`src/rtl/hdmi_rx_frame_writer.sv`:
```
// HDMI receive frame capture: buffers ADV7611 pixels between two VS edges
// in a small FIFO and streams them as single-word Avalon writes to LPDDR2.
module hdmi_rx_frame_writer #(
    parameter logic [26:0] BASE_ADDR      = 27'h0,
    parameter int          FIFO_DEPTH     = 16,
    parameter bit          VS_ACTIVE_HIGH = 1'b1
) (
    input  logic        clk,
    input  logic        reset,
    input  logic        capture_en,
    input  logic        local_init_done,
    input  logic        vid_vs,
    input  logic        vid_de,
    input  logic [23:0] vid_d,
    input  logic        avl_waitrequest_n,
    output logic [26:0] avl_address,
    output logic [31:0] avl_writedata,
    output logic        avl_write,
    output logic        avl_burstbegin,
    output logic [2:0]  avl_size,
    output logic        capture_busy,
    output logic        capture_done,
    output logic        overflow,
    output logic [23:0] words_written
);
    localparam int AW = $clog2(FIFO_DEPTH);

    typedef enum logic [2:0] {
        S_IDLE, S_WAIT_VS, S_CAPTURE, S_DRAIN, S_DONE
    } state_t;

    state_t state_q, state_d;

    logic          vs_act, vs_q, edge_q;
    logic [23:0]   mem_q [FIFO_DEPTH];
    logic [AW-1:0] wr_ptr_q, rd_ptr_q;
    logic [AW:0]   count_q, count_d;
    logic          arm, push_req, full, push, pop, write_side;
    logic          wr_q, wr_d, bb_q, bb_d;
    logic [26:0]   addr_q, addr_d;
    logic          ovf_q, ovf_d;
    logic [23:0]   words_q, words_d;

    assign vs_act = VS_ACTIVE_HIGH ? vid_vs : ~vid_vs;

    always_ff @(posedge clk) begin
        if (reset) begin
            vs_q   <= 1'b0;
            edge_q <= 1'b0;
        end else begin
            vs_q   <= vs_act;
            edge_q <= vs_act & ~vs_q;
        end
    end

    always_comb begin
        state_d = state_q;
        arm     = 1'b0;
        case (state_q)
            S_IDLE: begin
                if (capture_en && local_init_done) begin
                    state_d = S_WAIT_VS;
                    arm     = 1'b1;
                end
            end
            S_WAIT_VS: if (edge_q) state_d = S_CAPTURE;
            S_CAPTURE: if (edge_q) state_d = S_DRAIN;
            S_DRAIN:   if (count_q == '0 && !wr_q) state_d = S_DONE;
            S_DONE:    state_d = S_IDLE;
            default:   state_d = S_IDLE;
        endcase
    end

    assign push_req   = (state_q == S_CAPTURE) && !edge_q && vid_de;
    assign full       = (count_q == (AW+1)'(FIFO_DEPTH));
    assign push       = push_req && !full;
    assign pop        = wr_q && avl_waitrequest_n;
    assign write_side = (state_q == S_CAPTURE) || (state_q == S_DRAIN);

    // Request is driven from entries already counted before this edge,
    // so a pixel reaches the bus two cycles after its DE cycle.
    always_comb begin
        count_d = count_q + (AW+1)'(push) - (AW+1)'(pop);
        wr_d    = write_side && ((count_q - (AW+1)'(pop)) != '0);
        bb_d    = wr_d && (!wr_q || pop);
        addr_d  = arm ? BASE_ADDR : addr_q + 27'(pop);
        words_d = words_q;
        if (arm) begin
            words_d = '0;
        end else if (pop && words_q != 24'hFFFFFF) begin
            words_d = words_q + 24'd1;
        end
        ovf_d = arm ? 1'b0 : (ovf_q | (push_req && full));
    end

    always_ff @(posedge clk) begin
        if (push) mem_q[wr_ptr_q] <= vid_d;
    end

    always_ff @(posedge clk) begin
        if (reset) begin
            state_q  <= S_IDLE;
            wr_ptr_q <= '0;
            rd_ptr_q <= '0;
            count_q  <= '0;
            wr_q     <= 1'b0;
            bb_q     <= 1'b0;
            addr_q   <= BASE_ADDR;
            ovf_q    <= 1'b0;
            words_q  <= '0;
        end else begin
            state_q  <= state_d;
            wr_ptr_q <= push ? wr_ptr_q + AW'(1) : wr_ptr_q;
            rd_ptr_q <= pop ? rd_ptr_q + AW'(1) : rd_ptr_q;
            count_q  <= count_d;
            wr_q     <= wr_d;
            bb_q     <= bb_d;
            addr_q   <= addr_d;
            ovf_q    <= ovf_d;
            words_q  <= words_d;
        end
    end

    assign avl_address    = addr_q;
    assign avl_writedata  = wr_q ? {8'h00, mem_q[rd_ptr_q]} : 32'h0;
    assign avl_write      = wr_q;
    assign avl_burstbegin = bb_q;
    assign avl_size       = 3'b001;
    assign capture_busy   = (state_q == S_WAIT_VS) ||
                            (state_q == S_CAPTURE) ||
                            (state_q == S_DRAIN);
    assign capture_done   = (state_q == S_DONE);
    assign overflow       = ovf_q;
    assign words_written  = words_q;

endmodule

```
`config.mk`:
```
export PLATFORM = sky130hd
export DESIGN_NAME = hdmi_rx_frame_writer
export DESIGN_NICKNAME = d
export VERILOG_FILES = /design/src/rtl/hdmi_rx_frame_writer.sv
export SDC_FILE = /design/constraint.sdc
export NUM_CORES = 1
export LEC_CHECK = 0
export CORE_UTILIZATION = 27
export DETAILED_ROUTE_END_ITERATION = 16
export PLACE_DENSITY = 0.54
export REMOVE_ABC_BUFFERS = 1
export SETUP_SLACK_MARGIN = 0.4
export SLEW_MARGIN = 10
export SYNTH_ARGS = -nofsm -noshare
export SYNTH_HDL_FRONTEND = slang
export SYNTH_SLANG_ARGS = --single-unit
```
`constraint.sdc`:
```
create_clock -name clk -period 8.6 [get_ports clk]
set_input_delay 1.29 -clock clk [delete_from_list [all_inputs] [get_ports clk]]
set_output_delay 1.29 -clock clk [all_outputs]
set_load 0.01 [all_outputs]
```
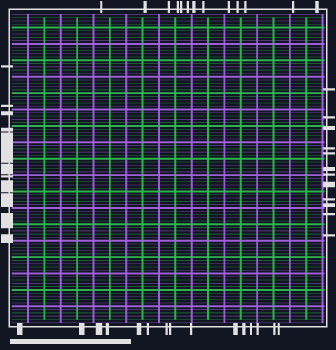
**Above:** supply network.
The bar under the picture is 100 µm long. Pins as bars on the die edge.
- purple: VSS
- green: VDD
- met1 rails: 95
- met4 straps: 19
- signal pins: 122
- rows: 94
Peak supply drop: 0.1178 mV
Die Ht: 262.1 µm
Die Span X: 262.1 µm
CORE AREA: 66,330 µm²

==> flow_summary.yaml <==
# synthesis and place-and-route metrics
synth:
  synth-edff-count: 384
  synth-compound-area-share: 0.02419
  synthAdderAreaFrac: 0.01275
  synth_seq_share: 0.7149
  numSynthFlops: 460
  topCombFamilyByArea: "multiplexers"
  top_cell_area_share: 0.6315
  yosysUniqueCellTypes: 51
  ys_cells: 1030
  ys_top_cells_by_area: "edfxtp_1, mux4_2, dfxtp_1"
  synthTopCellsByCount: "edfxtp_1, mux4_2, nor2_1"
  yosysChipArea_um2: 18260
  synthArstFlopShare: 0
  syn_area_per_cell_um2: 17.73
  synth.most_common_cell: "edfxtp_1"
  yosysWarnings: 0
  synthesis.area_um2: 18260
  mux_area_frac: 0.1453
power:
  powerDensity_nw_per_um2: 205.1
  p_comb_frac: 0.013
  sw_frac_of_total: 0.2035
  clkPwrFrac: 0.451
  power_switching_mw: 0.9173
  internal-power_mw: 3.590
  p_seq_frac: 0.536
placed_design:
  globalplace.congestion: 0.7222
  dpl-instance-area_um2: 20420
final_layout:
  layout-drive-gt1-share: 0.1788
  largest_reg_flops: 384
  diodes: 0
  num-nets-final: 1207
  fillCellCount: 6417
  lay_top_cells: "edfxtp_1, clkdlybuf4s50_1, mux4_2, nor2_1, dfxtp_1"
  layout_top_cell: "edfxtp_1"
  regMostFlops: "mem_q"
sta:
  finalClockPeriodUsage: 0.5804
  finalHoldViolCount: 0
  period_needed_ns: 4.992
  fin_tns_setup_ns: 0
  finClkSkew_ns: 0.02537
  rsz0062_at_grt: "false"
  hold_slack_ns: 0.3800
  setup_viol: 0
die:
  chip_area_um2: 68670
  initCoreUtil: 0.2753
setup_path:
  crit_end: "avl_writedata[21]"
  cp_data_arrival_time_ns: 3.70
  worstPathMaxFanout: 42
  r2r_end: "count_q[4]"
  crit_type: "reg -> out"
  cp.required_ns: 7.31
  worstRegToRegCells: 15
  start_kind: "flip-flop"
  endpoint_kind: "output port"
route:
  drtIter0Drc: 547
  vias: 9477
  wl_um: 41940
  wl_met3_um: 2350
  dr.pass1.iters: 4
  wl_met1_um: 18760
  top_layer: "met5"
  detail_route.vias_per_cell: 4.598
worst_hold_path:
  min_to: "edge_q"
  min_from: "vs_q"
  hold_path.class: "reg -> reg"
  hold_depth: 1
cts:
  post_cts_buffers: 0
  cts_hold_buf: 0
  clockRootBuffer: "clkbuf_16"
  clockBufferDepth: 3
  htree_levels: 2
  cts_tree: "done"
  cts_resized: 0
  clock-sinks: 460
  numCtsBuffers: 50
global_routing:
  grt.total_usage: 0.1246
  grt_overflow_total: 0
  grt_pass1_vias: 9981
  grt_pass1_wl_um: 63220
  antenna_found_initial: 2
run:
  drv_cap: 0
  tool_warnings: 31
status:
  status: "finished, final reports clean"
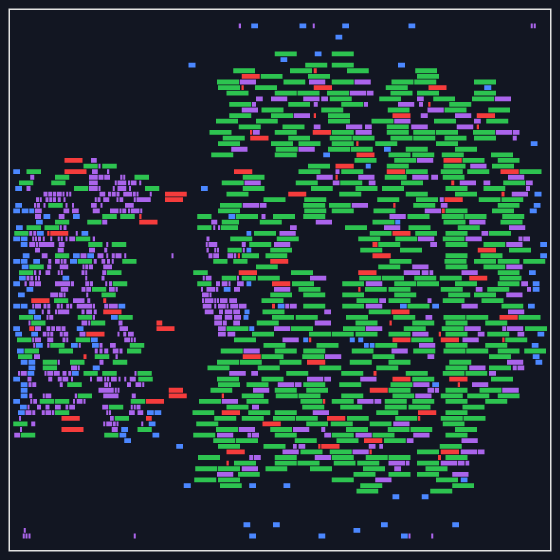
**Above:** cells colored by class.
- red: clock drivers and dummy loads (cells 91)
- green: flops (cells 460)
- blue: other buffers and delay cells (cells 124)
- purple: all other logic (cells 522)
fin util: 0.3313
Final Cell Area: 21,970 µm²
Seq area share: 0.5945
row count: 94

-- cell families after synthesis --
group,after synthesis
flip-flops,460
AND/OR/NAND/NOR,207
multiplexers,145
buffers and inverters,81
AND-OR/OR-AND,70
XOR/XNOR,47
adder cells (fa/ha/maj),18
other,2
-- per-stage QoR --
step / power, mW / std cells / worst slack [ns]
after floorplan: 2.479 / 982 / 2.356
after global placement: 2.521 / 1970 / 4.009
after detailed placement: 2.523 / 1970 / 4.047
after CTS: 4.574 / 2061 / 3.402
after global routing: 4.648 / 2061 / 3.273
final: 4.507 / 2061 / 3.608
-- power by group through the flow --
stage	sequential, mW	clock [mW]	combinational [mW]
detailed placement	2.46	0	0.0612
CTS	2.41	2.10	0.0613
finish	2.41	2.03	0.0603
global placement	2.46	0	0.0587
floorplan	2.46	0	0.0158
global route	2.41	2.17	0.0677
-- layer usage --
metal / track usage / vias up
met5: 0 / -
met4: 0.03067 / 4
met3: 0.03511 / 65
met2: 0.2012 / 191
met1: 0.1650 / 4925
li1: - / 4292
-- worst max-delay path, stage by stage (launching register included) --
cell and delay (ns):
dfxtp_4 0.92, buf_4 0.70, mux4_2 0.59, mux2i_1 0.19, o22ai_1 0.16, clkdlybuf4s50_1 0.53
-- cell type report --
| type | instances | area [µm²] | share of cell area |
|---|---|---|---|
| well taps | 864 | 1081 | 0.04919 |
| clock buffers | 67 | 1336 | 0.06081 |
| repair buffers | 124 | 1206 | 0.05489 |
| flip-flops and latches | 460 | 13060 | 0.5945 |
| multi-input cells | 498 | 4984 | 0.2268 |
| clock inverters | 24 | 214.0 | 0.009736 |
| inverters | 24 | 90.09 | 0.004100 |
Power and IR drop assume default switching activity.
